File: src/rtl/atcaxi2tluh500_arb_mux_pkg.sv
// Shared definitions for the AXI-to-TL-UH request arbiter.
// Provides the clog2 helper used to validate the out_idx width at elaboration.
package atcaxi2tluh500_arb_mux_pkg;

  // Smallest r with 2**r >= value (value >= 1).
  function automatic int unsigned clog2(input int unsigned value);
    int unsigned r;
    r = 0;
    for (int unsigned v = value - 1; v > 0; v = v >> 1) begin
      r++;
    end
    return r;
  endfunction

endpackage

File: src/rtl/atcaxi2tluh500_mux_onehot.sv
// One-hot AND-OR multiplexer.
//   sel_i  : one-hot (or zero) select, N bits
//   data_i : N packed inputs, input i at [i*W +: W]
//   data_o : OR of the selected inputs; zero when sel_i is zero
module atcaxi2tluh500_mux_onehot #(
  parameter int unsigned N = 2,
  parameter int unsigned W = 8
) (
  input  logic [N-1:0]   sel_i,
  input  logic [N*W-1:0] data_i,
  output logic [W-1:0]   data_o
);

  always_comb begin
    data_o = '0;
    for (int i = 0; i < N; i++) begin
      data_o = data_o | ({W{sel_i[i]}} & data_i[i*W +: W]);
    end
  end

endmodule

File: src/rtl/atcaxi2tluh500_arb_mux.sv
// Burst-aware N-channel round-robin arbiter merging AXI-side request streams
// onto the single TL-UH A-channel path.
//   aclk, aresetn        : clock, asynchronous active-low reset
//   in_valid/last/data   : per-channel request (payload i at [i*W +: W])
//   in_ready             : per-channel accept (only ever on the granted channel)
//   out_valid/last/data  : merged beat
//   out_grant, out_idx   : one-hot and binary source of the current beat
//   out_ready            : downstream accept
// Build option: define ATCAXI2TLUH500_ARB_OUT_REG_EN to add a 1-entry output
// register (1-cycle latency, full throughput). Default build is combinational.
module atcaxi2tluh500_arb_mux
  import atcaxi2tluh500_arb_mux_pkg::*;
#(
  parameter int unsigned N   = 2,
  parameter int unsigned W   = 8,
  parameter int unsigned IDW = 1
) (
  input  logic           aclk,
  input  logic           aresetn,
  input  logic [N-1:0]   in_valid,
  input  logic [N-1:0]   in_last,
  input  logic [N*W-1:0] in_data,
  output logic [N-1:0]   in_ready,
  output logic           out_valid,
  output logic           out_last,
  output logic [W-1:0]   out_data,
  output logic [N-1:0]   out_grant,
  output logic [IDW-1:0] out_idx,
  input  logic           out_ready
);

  if (IDW < clog2(N)) begin : g_bad_idw
    $error("IDW too narrow for N");
  end

  logic [N-1:0]   rr_ptr_q, rr_ptr_d;
  logic           lock_q, lock_d;
  logic           hold_q, hold_d;
  logic [N-1:0]   grant_q, grant_d;

  logic [2*N-1:0] dbl_req, ptr_ext, masked, first;
  logic [N-1:0]   rr_grant, cur_grant;
  logic [IDW-1:0] cur_idx;
  logic [W-1:0]   mux_data;
  logic           mux_last;
  logic           arb_valid, arb_ready;

  // Find-first at or above rr_ptr with wrap: mask the low copy below the
  // pointer, keep the high copy whole, then fold the two halves together.
  always_comb begin
    dbl_req  = {in_valid, in_valid};
    ptr_ext  = {{N{1'b0}}, rr_ptr_q};
    masked   = dbl_req & ~(ptr_ext - (2*N)'(1));
    first    = masked & (~masked + (2*N)'(1));
    rr_grant = first[N-1:0] | first[2*N-1:N];
  end

  // Frozen grant while a burst is in flight or a beat is stalled. Reset
  // gates the grant so nothing is offered while aresetn is low.
  assign cur_grant = !aresetn         ? '0 :
                     (lock_q | hold_q) ? grant_q : rr_grant;

  always_comb begin
    cur_idx = '0;
    for (int i = 0; i < N; i++) begin
      if (cur_grant[i]) cur_idx = cur_idx | IDW'(i);
    end
  end

  atcaxi2tluh500_mux_onehot #(
    .N(N),
    .W(W)
  ) u_mux_data (
    .sel_i  (cur_grant),
    .data_i (in_data),
    .data_o (mux_data)
  );

  atcaxi2tluh500_mux_onehot #(
    .N(N),
    .W(1)
  ) u_mux_last (
    .sel_i  (cur_grant),
    .data_i (in_last),
    .data_o (mux_last)
  );

  assign arb_valid = |(cur_grant & in_valid);
  assign in_ready  = cur_grant & {N{arb_ready}};

  always_comb begin
    rr_ptr_d = rr_ptr_q;
    lock_d   = lock_q;
    hold_d   = hold_q;
    grant_d  = grant_q;
    if (arb_valid && arb_ready) begin
      hold_d = 1'b0;
      if (mux_last) begin
        lock_d   = 1'b0;
        rr_ptr_d = {cur_grant[N-2:0], cur_grant[N-1]};
      end else begin
        lock_d  = 1'b1;
        grant_d = cur_grant;
      end
    end else if (arb_valid) begin
      hold_d  = 1'b1;
      grant_d = cur_grant;
    end
  end

  always_ff @(posedge aclk or negedge aresetn) begin
    if (!aresetn) begin
      rr_ptr_q <= {{(N-1){1'b0}}, 1'b1};
      lock_q   <= 1'b0;
      hold_q   <= 1'b0;
      grant_q  <= '0;
    end else begin
      rr_ptr_q <= rr_ptr_d;
      lock_q   <= lock_d;
      hold_q   <= hold_d;
      grant_q  <= grant_d;
    end
  end

`ifdef ATCAXI2TLUH500_ARB_OUT_REG_EN
  logic           full_q;
  logic           last_q;
  logic [W-1:0]   data_q;
  logic [N-1:0]   ogrant_q;
  logic [IDW-1:0] idx_q;

  // Empty slot or draining slot can take a new beat every cycle.
  assign arb_ready = !full_q | out_ready;

  always_ff @(posedge aclk or negedge aresetn) begin
    if (!aresetn) begin
      full_q   <= 1'b0;
      last_q   <= 1'b0;
      data_q   <= '0;
      ogrant_q <= '0;
      idx_q    <= '0;
    end else if (arb_valid && arb_ready) begin
      full_q   <= 1'b1;
      last_q   <= mux_last;
      data_q   <= mux_data;
      ogrant_q <= cur_grant;
      idx_q    <= cur_idx;
    end else if (out_ready) begin
      full_q <= 1'b0;
    end
  end

  assign out_valid = full_q;
  assign out_last  = last_q;
  assign out_data  = data_q;
  assign out_grant = ogrant_q;
  assign out_idx   = idx_q;
`else
  assign arb_ready = out_ready;
  assign out_valid = arb_valid;
  assign out_last  = mux_last;
  assign out_data  = mux_data;
  assign out_grant = cur_grant;
  assign out_idx   = cur_idx;
`endif

endmodule
File: config.mk
export PLATFORM = sky130hd
export DESIGN_NAME = atcaxi2tluh500_arb_mux
export DESIGN_NICKNAME = d
export VERILOG_FILES = /design/src/rtl/atcaxi2tluh500_arb_mux_pkg.sv /design/src/rtl/atcaxi2tluh500_mux_onehot.sv /design/src/rtl/atcaxi2tluh500_arb_mux.sv
export SDC_FILE = /design/constraint.sdc
export NUM_CORES = 1
export LEC_CHECK = 0
export ABC_CLOCK_PERIOD_IN_PS = 3320
export CAP_MARGIN = 15
export CORE_ASPECT_RATIO = 1.1
export CORE_MARGIN = 3
export CORE_UTILIZATION = 35
export DETAILED_ROUTE_END_ITERATION = 8
export HOLD_SLACK_MARGIN = 0.02
export MAX_ROUTING_LAYER = met4
export PLACE_DENSITY = 0.84
export SETUP_SLACK_MARGIN = 0.15
export SLEW_MARGIN = 10
export SYNTH_ARGS = -nofsm -noshare
export SYNTH_HDL_FRONTEND = slang
export SYNTH_SLANG_ARGS = --single-unit
File: constraint.sdc
create_clock -name aclk -period 3.32 [get_ports aclk]
set_input_delay 0.83 -clock aclk [delete_from_list [all_inputs] [get_ports aclk]]
set_output_delay 0.83 -clock aclk [all_outputs]
set_load 0.1 [all_outputs]
==> job_summary.md, run 1 <==
### Metrics collected by this job

| Metric | Value |
|---|---|
| Total tool warning count | 26 |
| Top logic family | AND-OR/OR-AND gates |
| Die width | 45.1 um |
| Comb pwr share | 21.8% |
| Clock Power Share | 39.5% |
| Mux area share | 1.70% |
| Ys Warns | 0 |
| Cell Area, Synth | 589 um2 |
| Placed cell count | 122 |
| Dominant flop cell | dfrtp_1 |
| Flop share of the area | 12.1% |
| First-pass GRT wire length | 4250 um |
| # IOs | 38 |
| Max Buffers Root-to-Sink | 2 |
| Nets at Floorplan | 92 |
| Nets | 137 |
| FF+latch area | 151 um2 |
| Largest class | buffers |
| Netlist cell types | 36 |
| Vias in the first global route | 845 |
| Registers | 6 |
| Post-place setup slack | 30.6 ps |
| Dpl cell area | 1150 um2 |
| Seq share, synth | 25.7% |
| Critical Path, Cell by Cell | dlygate4sd2_1 -> o21bai_2 -> a41o_1 -> and2_4 -> a22o_2 -> buf_12 |
| Biggest regs | grant_q: 2 flops, rr_ptr_q: 2 flops |
| Hold Crit Start | rr_ptr_q[1] |
| Yosys cell count | 68 |
| Total Power | 0.190 mW |
| Flops out of synthesis | 6 |
| Status | finished, final reports clean |
| RR Startpoint | rr_ptr_q[0] |
| Die height | 49.0 um |
| Most numerous logic cells after layout | clkdlybuf4s50_1, buf_12, buf_4 |
| Inserted Clock Buffers | 3 |
| Met1 WL | 997 um |
| Sequential share of power | 38.7% |
| Cells resized by post-CTS repair | 10 |
| Sw frac | 23.9% |
| Final WS setup | 241 ps |
| CP delay by family, top | AND-OR/OR-AND gates |
| Met3 usage | 2.95% |
| Sequential power | 0.0733 mW |
| 1st-iter DRT viols | 24 |
| Uppermost layer routed | met4 |
| And+or+nand+nor area frac | 31.2% |
| Flop-to-flop setup slack | 1050 ps |
| Met1 usage | 29.2% |
| #MultiIn Comb | 55 |
| Critical Path AT | 2250 ps |
| Clock net sink count | 6 |
| Commonest cells post-synth | a22o_1, dfrtp_1, nand4_1, nand2_1, nor2_1 |
| Routability Congestion | 0.875 |
| CP max FO | 13 |
| F_max | 325 MHz |
| Signal buffers share of area | 45.7% |
| Number of max-cap violations | 0 |
| Number of enable flip-flop cells | 0 |
| Htree depth | 1 |
| PortBufs | 37 |
| Clk. pwr | 0.0748 mW |
| Final Max Slew Viols | 0 |
| Diode count | 0 |
| Filler cells | 87 |
| Worst path depth | 6 |
| Die ar. | 2210 um2 |
| Signal inverters | 3 |
| Initial antenna violation count | 0 |
| Area grow syn2layout | 113% |
| RSZ-0062 raised after global routing | no |
| Setup TNS | 0 ps |
| Xor/xnor share | 0% |
| DR WL met3 | 126 um |
| Launch point of the worst path | in_valid[0] |
| Fp_density | 40.1% |
| Post-CTS setup buffer count | 1 |
| Critical path class | primary input to output port |
| Area share, top type | 21.2% |
| Core area | 1470 um2 |
| Vias per cell | 6.22 |
| Post-synthesis compound-gate area fraction | 31.4% |
| # Taps | 16 |
| CP bufs+invs | 2 |
| Root Driver | clkbuf_4 |
| Post-route cell area | 1250 um2 |
| Initial DRT Pass Iterations | 4 |
| Endpoints failing hold | 0 |
| Sw Pwr | 0.0452 mW |
| Worst Hold Class | flip-flop to flip-flop |
| Hold-fix buffers, CTS | 0 |
| Pwr/cell area | 151 nW/um2 |
| Post-Synthesis Cells | 68 |
| Leading power group | the clock network |
| Syn_area_per_cell | 8.67 um2 |
| Maximum VDD drop | 0.254 mV |
| Crit path max-delay cell type | dlygate4sd2_1 |
| Leakage | 0.559 nW |
| Setup crit end | out_data[6] |
| GRT overflow | 0 |
| Worst R2R Path Depth | 8 |
| Signal buffers | 44 |
| Final period util | 92.7% |
| CP endpoint kind | output port |
| Setup violations, final | 0 |
| Detailed placement HPWL | 1850 um |
| Comb. pwr | 0.0414 mW |
| Layout Skew | 12.8 ps |
| R2R Path End | grant_q[1] |
| Layout cells sized above 1 | 39.3% |
| Synthesis area per yosys | 589 um2 |
| WHS | 508 ps |
| Adder and majority gate portion of the synthesized area | 2.12% |
| Clock buffers | 4 |
| Worst Hold Path EP | rr_ptr_q[1] |
| Internal power | 0.144 mW |
| Synth area leader | dfrtp_1 |
| DRC | 0 |
| Worst Setup Start Kind | primary input |
| Multi-input gate area | 472 um2 |
| Required time of the critical path | 2490 ps |
| Insertion delay to the later sink of the worst-skew pair | 250 ps |
| Rows | 14 |
| Fraction of registers with async set/reset | 100% |
| Clk tree area frac | 2.10% |
| Number of nets with antenna violations after routing | 0 |
==> run_1/congestion_map.png <==
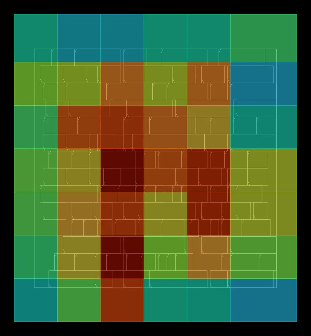
GR peak layer: met2
fin util: 85.2%
GR Util met2: 45.8%

==> run_1/layers.png <==
Bar = 10 um.
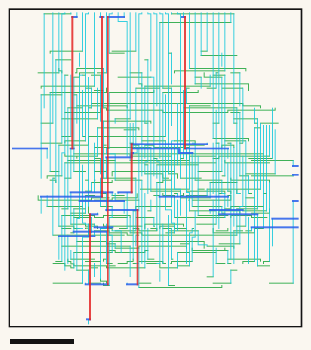
- M4: red (wire length 146 um)
- M3: blue (wire length 127 um)
- M2: cyan (wire length 1530 um)
- M1: green (wire length 997 um)
via count: 796
Routed wire per std cell: 21.8 um
Tot GR Track Use: 27.1%
DRT Wirelength: 2800 um

==> run_1/gates.png <==
Bar = 10 um.
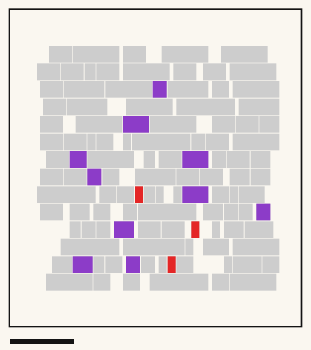
- inv cells: red (cells 3)
- and/or cells: purple (cells 10)
fraction of area in multi-input gates: 37.6%
Top cell excl fill/tap: clkdlybuf4s50_1
post-route insts no fill: 128

==> inputs of run 2 (changes only) <==
CORE_ASPECT_RATIO = unset   (was 1.1)
REMOVE_ABC_BUFFERS = 1   (was unset)
==> run_2/port_trees.png <==
Bar = 10 um.
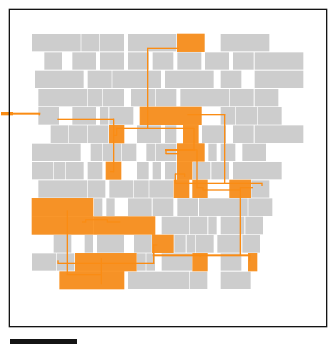
- aresetn: orange (direction input; edge left; end cells 18; buffers 3; wire 174 um)

==> run 2 against run 1 <==
  * Utilization fell by 5.6 points
  * Setup slack improved by 29 ps
  * Total power rose by 0.70%
  * Cell count rose by 3.1%
  * Clock power rose by 4.1%
  * Die size barely moved
  * Non-clock buffer count rose by 4
  * Largest power group unchanged
==> job_summary.md, run 2 <==
### Metrics collected by this job

| Metric | Value |
|---|---|
| Post-Synthesis Cells | 68 (unchanged) |
| Cell Area, Synth | 589 um2 (unchanged) |
| Worst Hold Path EP | rr_ptr_q[1] (unchanged) |
| Clk tree area frac | 2.14% (was 2.10%) |
| Worst R2R Path Depth | 8 (unchanged) |
| Core area | 1540 um2 (was 1470 um2) |
| Met3 usage | 1.92% (was 2.95%) |
| Sw frac | 23.7% (was 23.9%) |
| Diode count | 0 (unchanged) |
| Post-CTS setup buffer count | 2 (was 1) |
| Detailed placement HPWL | 1780 um (was 1850 um) |
| Synth area leader | dfrtp_1 (unchanged) |
| Fp_density | 38.2% (was 40.1%) |
| Cells resized by post-CTS repair | 4 (was 10) |
| Initial antenna violation count | 0 (unchanged) |
| Flops out of synthesis | 6 (unchanged) |
| Post-route insts no fill | 132 (was 128) |
| Via count | 760 (was 796) |
| Clock Power Share | 40.8% (was 39.5%) |
| Comb. pwr | 0.0397 mW (was 0.0414 mW) |
| Crit path max-delay cell type | dfstp_2 (was dlygate4sd2_1) |
| Signal buffers | 48 (was 44) |
| Rows | 14 (unchanged) |
| Die ar. | 2210 um2 (about the same) |
| Dominant flop cell | dfrtp_1 (unchanged) |
| Vias per cell | 5.76 (was 6.22) |
| Area share, top type | 21.2% (unchanged) |
| Number of nets with antenna violations after routing | 0 (unchanged) |
| CP bufs+invs | 2 (unchanged) |
| Internal power | 0.146 mW (was 0.144 mW) |
| Vias in the first global route | 767 (was 845) |
| Leading power group | the clock network (unchanged) |
| Inserted Clock Buffers | 3 (unchanged) |
| Comb pwr share | 20.8% (was 21.8%) |
| RSZ-0062 raised after global routing | no (unchanged) |
| Xor/xnor share | 0% (unchanged) |
| # Taps | 16 (unchanged) |
| CP endpoint kind | output port (unchanged) |
| Sequential share of power | 38.4% (was 38.7%) |
| Multi-input gate area | 415 um2 (was 472 um2) |
| Clk. pwr | 0.0779 mW (was 0.0748 mW) |
| Yosys cell count | 68 (unchanged) |
| And+or+nand+nor area frac | 31.2% (unchanged) |
| Post-synthesis compound-gate area fraction | 31.4% (unchanged) |
| Ys Warns | 0 (unchanged) |
| Worst Setup Start Kind | flip-flop (was primary input) |
| Die height | 47.0 um (was 49.0 um) |
| Flop share of the area | 12.3% (was 12.1%) |
| Fraction of area in multi-input gates | 33.8% (was 37.6%) |
| Number of max-cap violations | 0 (unchanged) |
| FF+latch area | 151 um2 (unchanged) |
| Area grow syn2layout | 108% (was 113%) |
| Insertion delay to the later sink of the worst-skew pair | 260 ps (was 250 ps) |
| DRT Wirelength | 2350 um (was 2800 um) |
| Routed wire per std cell | 17.8 um (was 21.8 um) |
| Min Tclk post-route | 3050 ps (was 3080 ps) |
| Clock net sink count | 6 (unchanged) |
| Uppermost layer routed | met4 (unchanged) |
| Final Max Slew Viols | 0 (unchanged) |
| # IOs | 38 (unchanged) |
| Worst Hold Class | flip-flop to flip-flop (unchanged) |
| Sequential power | 0.0733 mW (about the same) |
| DRC | 0 (unchanged) |
| Status | finished, final reports clean (unchanged) |
| Layout cells sized above 1 | 31.9% (was 39.3%) |
| Worst path depth | 7 (was 6) |
| CP max FO | 5 (was 13) |
| Post-route cell area | 1230 um2 (was 1250 um2) |
| Critical Path, Cell by Cell | inv_1 -> ha_4 -> a21oi_1 -> or4_4 -> and3_4 -> a22o_1 -> buf_12 (was dlygate4sd2_1 -> o21bai_2 -> a41o_1 -> and2_4 -> a22o_2 -> buf_12) |
| Post-place setup slack | 34.8 ps (was 30.6 ps) |
| Signal inverters | 3 (unchanged) |
| WHS | 533 ps (was 508 ps) |
| #MultiIn Comb | 55 (unchanged) |
| Layout Skew | 18.3 ps (was 12.8 ps) |
| Initial DRT Pass Iterations | 4 (unchanged) |
| GRT overflow | 0 (unchanged) |
| Mux area share | 1.70% (unchanged) |
| Hold-fix buffers, CTS | 0 (unchanged) |
| GR peak layer | met2 (unchanged) |
| Synthesis area per yosys | 589 um2 (unchanged) |
| Total tool warning count | 26 (unchanged) |
| Flop-to-flop setup slack | 1160 ps (was 1050 ps) |
| GR Util met2 | 39.3% (was 45.8%) |
| Top cell excl fill/tap | clkdlybuf4s50_1 (unchanged) |
| Commonest cells post-synth | a22o_1, dfrtp_1, nand4_1, nand2_1, nor2_1 (unchanged) |
| Setup crit end | out_data[7] (was out_data[6]) |
| Max Buffers Root-to-Sink | 2 (unchanged) |
| Adder and majority gate portion of the synthesized area | 2.12% (unchanged) |
| Syn_area_per_cell | 8.67 um2 (unchanged) |
| Met1 usage | 28.9% (was 29.2%) |
| Launch point of the worst path | rr_ptr_q[0] (was in_valid[0]) |
| Root Driver | clkbuf_4 (unchanged) |
| Critical path class | flip-flop to output port (was primary input to output port) |
| Netlist cell types | 36 (unchanged) |
| Hold Crit Start | rr_ptr_q[1] (unchanged) |
| Routability Congestion | 0.889 (was 0.875) |
| First-pass GRT wire length | 3580 um (was 4250 um) |
| Largest class | buffers (unchanged) |
| Fraction of registers with async set/reset | 100% (unchanged) |
| 1st-iter DRT viols | 20 (was 24) |
| Setup TNS | 0 ps (unchanged) |
| Registers | 6 (unchanged) |
| Final WS setup | 270 ps (was 241 ps) |
| Pwr/cell area | 156 nW/um2 (was 151 nW/um2) |
| CP delay by family, top | simple AND/OR/NAND/NOR gates (was AND-OR/OR-AND gates) |
| Leakage | 0.538 nW (was 0.559 nW) |
| Biggest regs | grant_q: 2 flops, rr_ptr_q: 2 flops (unchanged) |
| Top logic family | AND-OR/OR-AND gates (unchanged) |
| F_max | 328 MHz (was 325 MHz) |
| DR WL met3 | 92 um (was 126 um) |
| R2R Path End | grant_q[1] (unchanged) |
| Htree depth | 1 (unchanged) |
| Number of enable flip-flop cells | 0 (unchanged) |
| Required time of the critical path | 2490 ps (about the same) |
| Setup violations, final | 0 (unchanged) |
| Fin util | 79.6% (was 85.2%) |
| Endpoints failing hold | 0 (unchanged) |
| Filler cells | 102 (was 87) |
| Final period util | 91.9% (was 92.7%) |
| Dpl cell area | 1160 um2 (was 1150 um2) |
| PortBufs | 37 (unchanged) |
| Critical Path AT | 2220 ps (was 2250 ps) |
| Signal buffers share of area | 49.1% (was 45.7%) |
| Nets | 141 (was 137) |
| Met1 WL | 894 um (was 997 um) |
| Seq share, synth | 25.7% (unchanged) |
| Sw Pwr | 0.0453 mW (was 0.0452 mW) |
| Clock buffers | 4 (unchanged) |
| Most numerous logic cells after layout | clkdlybuf4s50_1, buf_12, buf_4 (unchanged) |
| Maximum VDD drop | 0.211 mV (was 0.254 mV) |
| RR Startpoint | rr_ptr_q[0] (unchanged) |
| Placed cell count | 125 (was 122) |
Power is estimated from default activity; no workload was simulated.
